[src/rtl/alarm_bank.sv]
// Multi-channel HH:MM alarm unit with per-channel enable, shared hour/minute editing,
// bounded ring duration, global snooze (limited per trigger) and stop.
module alarm_bank #(
    parameter int N_ALARMS     = 4,
    parameter int SNOOZE_MIN   = 5,
    parameter int RING_SECONDS = 60,
    parameter int MAX_SNOOZES  = 3,
    localparam int SW = (N_ALARMS > 1) ? $clog2(N_ALARMS) : 1
) (
    input  logic                clk,
    input  logic                reset,
    input  logic                mode,
    input  logic [SW-1:0]       sel,
    input  logic [1:0]          edit_btns,
    input  logic                enable_tgl,
    input  logic                snooze,
    input  logic                stop,
    input  logic                sec_tick,
    input  logic [16:0]         current_time,
    output logic [16:0]         alarm_time,
    output logic [N_ALARMS-1:0] alarm_en,
    output logic [N_ALARMS-1:0] ringing,
    output logic                alarm
);
    localparam int CW = $clog2(MAX_SNOOZES + 2);

    typedef enum logic [1:0] {
        IDLE    = 2'd0,
        RINGING = 2'd1,
        SNOOZED = 2'd2
    } state_t;

    logic [4:0]              cur_hh;
    logic [5:0]              cur_mm;
    logic [5:0]              cur_ss;
    logic                    sel_valid;
    logic                    edit_ok;
    logic [6:0]              mm_sum;
    logic [4:0]              snz_hh;
    logic [5:0]              snz_mm;
    logic [N_ALARMS*5-1:0]   hh_all;
    logic [N_ALARMS*6-1:0]   mm_all;

    assign cur_hh = current_time[16:12];
    assign cur_mm = current_time[11:6];
    assign cur_ss = current_time[5:0];

    // Snooze target is shared: every ringing channel snoozes to the same wall time.
    always_comb begin
        sel_valid = int'(sel) < N_ALARMS;
        edit_ok   = mode && sel_valid;
        mm_sum    = {1'b0, cur_mm} + 7'(SNOOZE_MIN);
        snz_hh    = cur_hh;
        snz_mm    = mm_sum[5:0];
        if (mm_sum >= 7'd60) begin
            snz_mm = 6'(mm_sum - 7'd60);
            snz_hh = (cur_hh == 5'd23) ? 5'd0 : cur_hh + 5'd1;
        end
    end

    always_comb begin
        alarm_time = '0;
        if (sel_valid) begin
            alarm_time = {hh_all[int'(sel)*5 +: 5], mm_all[int'(sel)*6 +: 6], 6'd0};
        end
    end

    generate
        for (genvar gi = 0; gi < N_ALARMS; gi++) begin : g_ch
            state_t          state_reg, state_next;
            logic [4:0]      hh_reg, hh_next;
            logic [5:0]      mm_reg, mm_next;
            logic            en_reg, en_next;
            logic            match_hist_reg;
            logic [7:0]      ring_cnt_reg, ring_cnt_next;
            logic [CW-1:0]   snz_cnt_reg, snz_cnt_next;
            logic [4:0]      tgt_hh_reg, tgt_hh_next;
            logic [5:0]      tgt_mm_reg, tgt_mm_next;
            logic            sel_hit, touched, match, trigger, tgt_hit;

            always_comb begin
                sel_hit  = edit_ok && (sel == SW'(gi));
                touched  = sel_hit && ((edit_btns != 2'b00) || enable_tgl);
                match    = en_reg && (cur_hh == hh_reg) && (cur_mm == mm_reg) && (cur_ss == 6'd0);
                trigger  = match && !match_hist_reg;
                tgt_hit  = (cur_hh == tgt_hh_reg) && (cur_mm == tgt_mm_reg) && (cur_ss == 6'd0);

                hh_next       = hh_reg;
                mm_next       = mm_reg;
                en_next       = en_reg;
                state_next    = state_reg;
                ring_cnt_next = ring_cnt_reg;
                snz_cnt_next  = snz_cnt_reg;
                tgt_hh_next   = tgt_hh_reg;
                tgt_mm_next   = tgt_mm_reg;

                if (sel_hit) begin
                    if (edit_btns[1]) hh_next = (hh_reg == 5'd23) ? 5'd0 : hh_reg + 5'd1;
                    if (edit_btns[0]) mm_next = (mm_reg == 6'd59) ? 6'd0 : mm_reg + 6'd1;
                    if (enable_tgl)   en_next = !en_reg;
                end

                if (stop || touched || !en_reg) begin
                    state_next = IDLE;
                end else begin
                    case (state_reg)
                        IDLE: begin
                            if (trigger) begin
                                state_next    = RINGING;
                                ring_cnt_next = '0;
                                snz_cnt_next  = '0;
                            end
                        end
                        RINGING: begin
                            if (snooze) begin
                                if (int'(snz_cnt_reg) < MAX_SNOOZES) begin
                                    state_next   = SNOOZED;
                                    tgt_hh_next  = snz_hh;
                                    tgt_mm_next  = snz_mm;
                                    snz_cnt_next = snz_cnt_reg + CW'(1);
                                end else begin
                                    state_next = IDLE;
                                end
                            end else if (sec_tick) begin
                                if (ring_cnt_reg == 8'(RING_SECONDS - 1)) state_next = IDLE;
                                else ring_cnt_next = ring_cnt_reg + 8'd1;
                            end
                        end
                        SNOOZED: begin
                            if (tgt_hit) begin
                                state_next    = RINGING;
                                ring_cnt_next = '0;
                            end
                        end
                        default: state_next = IDLE;
                    endcase
                end
            end

            always_ff @(posedge clk or posedge reset) begin
                if (reset) begin
                    state_reg      <= IDLE;
                    hh_reg         <= '0;
                    mm_reg         <= '0;
                    en_reg         <= 1'b0;
                    match_hist_reg <= 1'b0;
                    ring_cnt_reg   <= '0;
                    snz_cnt_reg    <= '0;
                    tgt_hh_reg     <= '0;
                    tgt_mm_reg     <= '0;
                end else begin
                    state_reg      <= state_next;
                    hh_reg         <= hh_next;
                    mm_reg         <= mm_next;
                    en_reg         <= en_next;
                    match_hist_reg <= match;
                    ring_cnt_reg   <= ring_cnt_next;
                    snz_cnt_reg    <= snz_cnt_next;
                    tgt_hh_reg     <= tgt_hh_next;
                    tgt_mm_reg     <= tgt_mm_next;
                end
            end

            assign hh_all[gi*5 +: 5] = hh_reg;
            assign mm_all[gi*6 +: 6] = mm_reg;
            assign alarm_en[gi]      = en_reg;
            assign ringing[gi]       = (state_reg == RINGING);
        end
    endgenerate

    assign alarm = |ringing;

endmodule

[config.mk]
export PLATFORM = sky130hd
export DESIGN_NAME = alarm_bank
export DESIGN_NICKNAME = d
export VERILOG_FILES = /design/src/rtl/alarm_bank.sv
export SDC_FILE = /design/constraint.sdc
export NUM_CORES = 1
export LEC_CHECK = 0
export ABC_AREA = 1
export ABC_CLOCK_PERIOD_IN_PS = 14900
export CAP_MARGIN = 40
export CORE_MARGIN = 5
export CORE_UTILIZATION = 50
export CTS_CLUSTER_SIZE = 10
export DETAILED_ROUTE_END_ITERATION = 10
export PLACE_DENSITY = 0.79
export SYNTH_ARGS = -nofsm -noshare
export SYNTH_HDL_FRONTEND = slang
export SYNTH_SLANG_ARGS = --single-unit
export TNS_END_PERCENT = 1
[constraint.sdc]
create_clock -name clk -period 14.9 [get_ports clk]
set_clock_uncertainty 0.15 [all_clocks]
set_input_delay 2.98 -clock clk [delete_from_list [all_inputs] [get_ports clk]]
set_output_delay 2.98 -clock clk [all_outputs]
set_load 0.1 [all_outputs]
**The clock network**

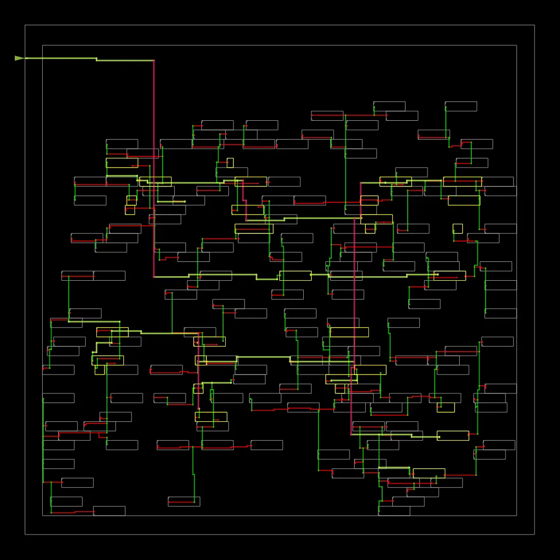
Inserted Clock Buffers: 17
clock tree sinks: 148

**Cells coloured by class**

Drawn at 3 px/um.
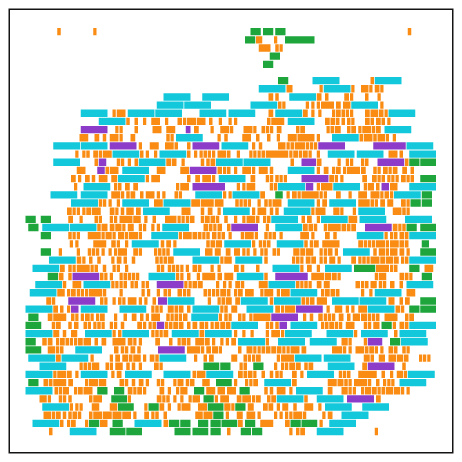
remaining buffers and delay cells -> green  # cells 70
remaining logic cells -> orange  # cells 1,123
clock drivers and dummy loads -> purple  # cells 31
sequential cells -> cyan  # cells 148

**Cells by drive strength**

Drawn at 2 px/um.
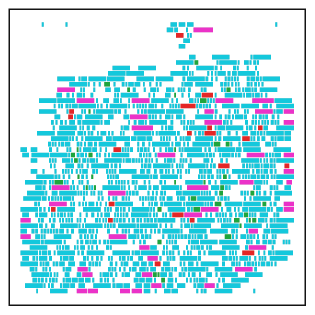
x3 and x4 -> red  # cells 20, share 1.5%
x2 -> green  # cells 40, share 2.9%
x6 and larger -> magenta  # cells 44, share 3.2%
x1 and smaller -> cyan  # cells 1,268, share 92%

==> flow_results.xml <==
<?xml version="1.0" encoding="UTF-8"?>
<metrics>
  <group name="logic_synthesis">
    <metric name="synth_top_cell_by_area" unit="">sky130_fd_sc_hd__dfrtp_1</metric>
    <metric name="netlist.top_cell.by_instances" unit="">sky130_fd_sc_hd__nand2_1</metric>
    <metric name="syn-instance-count" unit="">1306</metric>
    <metric name="yosys_warnings" unit="">0</metric>
    <metric name="numSynthFlops" unit="">148</metric>
    <metric name="ys_area" unit="mm^2">0.00943</metric>
    <metric name="synth-xor-area-share" unit="">0.0632</metric>
    <metric name="syn-mean-instance-area" unit="um^2">7.22</metric>
    <metric name="enable_flop_cells" unit="">0</metric>
    <metric name="post_synth_mux_area_share" unit="">0</metric>
  </group>
  <group name="min_path">
    <metric name="holdPathStages" unit="">2</metric>
    <metric name="holdPathEnd" unit="">g_ch[2].snz_cnt_reg[2]</metric>
    <metric name="worstHoldStart" unit="">g_ch[2].snz_cnt_reg[2]</metric>
  </group>
  <group name="floorplan">
    <metric name="design.die.area" unit="mm^2">0.0217</metric>
    <metric name="num_rows" unit="">50</metric>
    <metric name="initial_core_util" unit="">0.506</metric>
    <metric name="die_x" unit="um">147</metric>
  </group>
  <group name="detailed_routing">
    <metric name="drt_iter0_drc" unit="">661</metric>
    <metric name="drt-pass1-iter-count" unit="">5</metric>
    <metric name="dr_wl_met3" unit="um">1640</metric>
    <metric name="wl_met2" unit="um">11400</metric>
    <metric name="dr.max_layer_used" unit="">met4</metric>
    <metric name="drcViolationCount" unit="">0</metric>
  </group>
  <group name="final_layout">
    <metric name="layout-drive-gt1-share" unit="">0.0758</metric>
    <metric name="final_layout_net_count" unit="">1408</metric>
  </group>
  <group name="setup_path">
    <metric name="critical-path-top-cell-by-count" unit="">sky130_fd_sc_hd__clkdlybuf4s50_1</metric>
    <metric name="reg_to_reg_critical_path_endpoint" unit="">g_ch[1].tgt_mm_reg[0]</metric>
    <metric name="slowest_stage" unit="">sky130_fd_sc_hd__clkdlybuf4s50_1</metric>
    <metric name="critical_path_depth" unit="">6</metric>
    <metric name="critPathCapture" unit="">alarm_time[7]</metric>
    <metric name="cpPeakStageDelay" unit="ps">580</metric>
  </group>
  <group name="sta">
    <metric name="setup_total_negative_slack" unit="ps">0</metric>
    <metric name="final.min_clock_period" unit="ps">8270</metric>
    <metric name="timing_worst_slew_pin_value" unit="ps">859</metric>
    <metric name="final_min_period_over_clock_period" unit="">0.555</metric>
    <metric name="timing.fmax" unit="MHz">121</metric>
    <metric name="worst_slew_margin_rel" unit="">0.425</metric>
    <metric name="slew_viol_final" unit="">0</metric>
  </group>
  <group name="placed_design">
    <metric name="placement.cell_area" unit="mm^2">0.0103</metric>
    <metric name="final_wtd_congestion" unit="">0.922</metric>
    <metric name="io_buffer_count" unit="">47</metric>
  </group>
  <group name="power_and_ir_drop">
    <metric name="power.density" unit="mW/mm^2">135</metric>
    <metric name="power.switching" unit="uW">581</metric>
    <metric name="power_switching_share" unit="">0.395</metric>
    <metric name="power.share.clock" unit="">0.304</metric>
  </group>
  <group name="clocking">
    <metric name="clk-insertion-delay-late" unit="ps">440</metric>
    <metric name="hold_buffer_count_at_cts" unit="">0</metric>
  </group>
  <group name="outcome">
    <metric name="run_status" unit="">finished, final reports clean</metric>
  </group>
  <group name="global_routing">
    <metric name="grt_start_max_net_pins" unit="">73</metric>
    <metric name="global_route_usage_sum" unit="">0.234</metric>
  </group>
</metrics>
## per-layer routing
| layer | GRT usage | up-vias |
|---|---|---|
| met5 | 0 | - |
| met4 | 0.0750 | 0 |
| met3 | 0.0457 | 42 |
| met2 | 0.368 | 322 |
| met1 | 0.329 | 4081 |
| li1 | - | 4317 |
## through the flow
stage	hold slack, ps	utilization
floorplan	293	-
global placement	305	0.535
global route	354	0.586
CTS	341	0.586
detailed placement	325	0.554
finish	344	0.586
## area by class of cell
type                    count  area [um^2]
clock inverters            12          156
inverters                 146          553
repair buffers             70          818
fillers                  1639         7710
clock buffers              19          453
flip-flops and latches    148         3700
well taps                 234          293
multi-input cells         977         4950
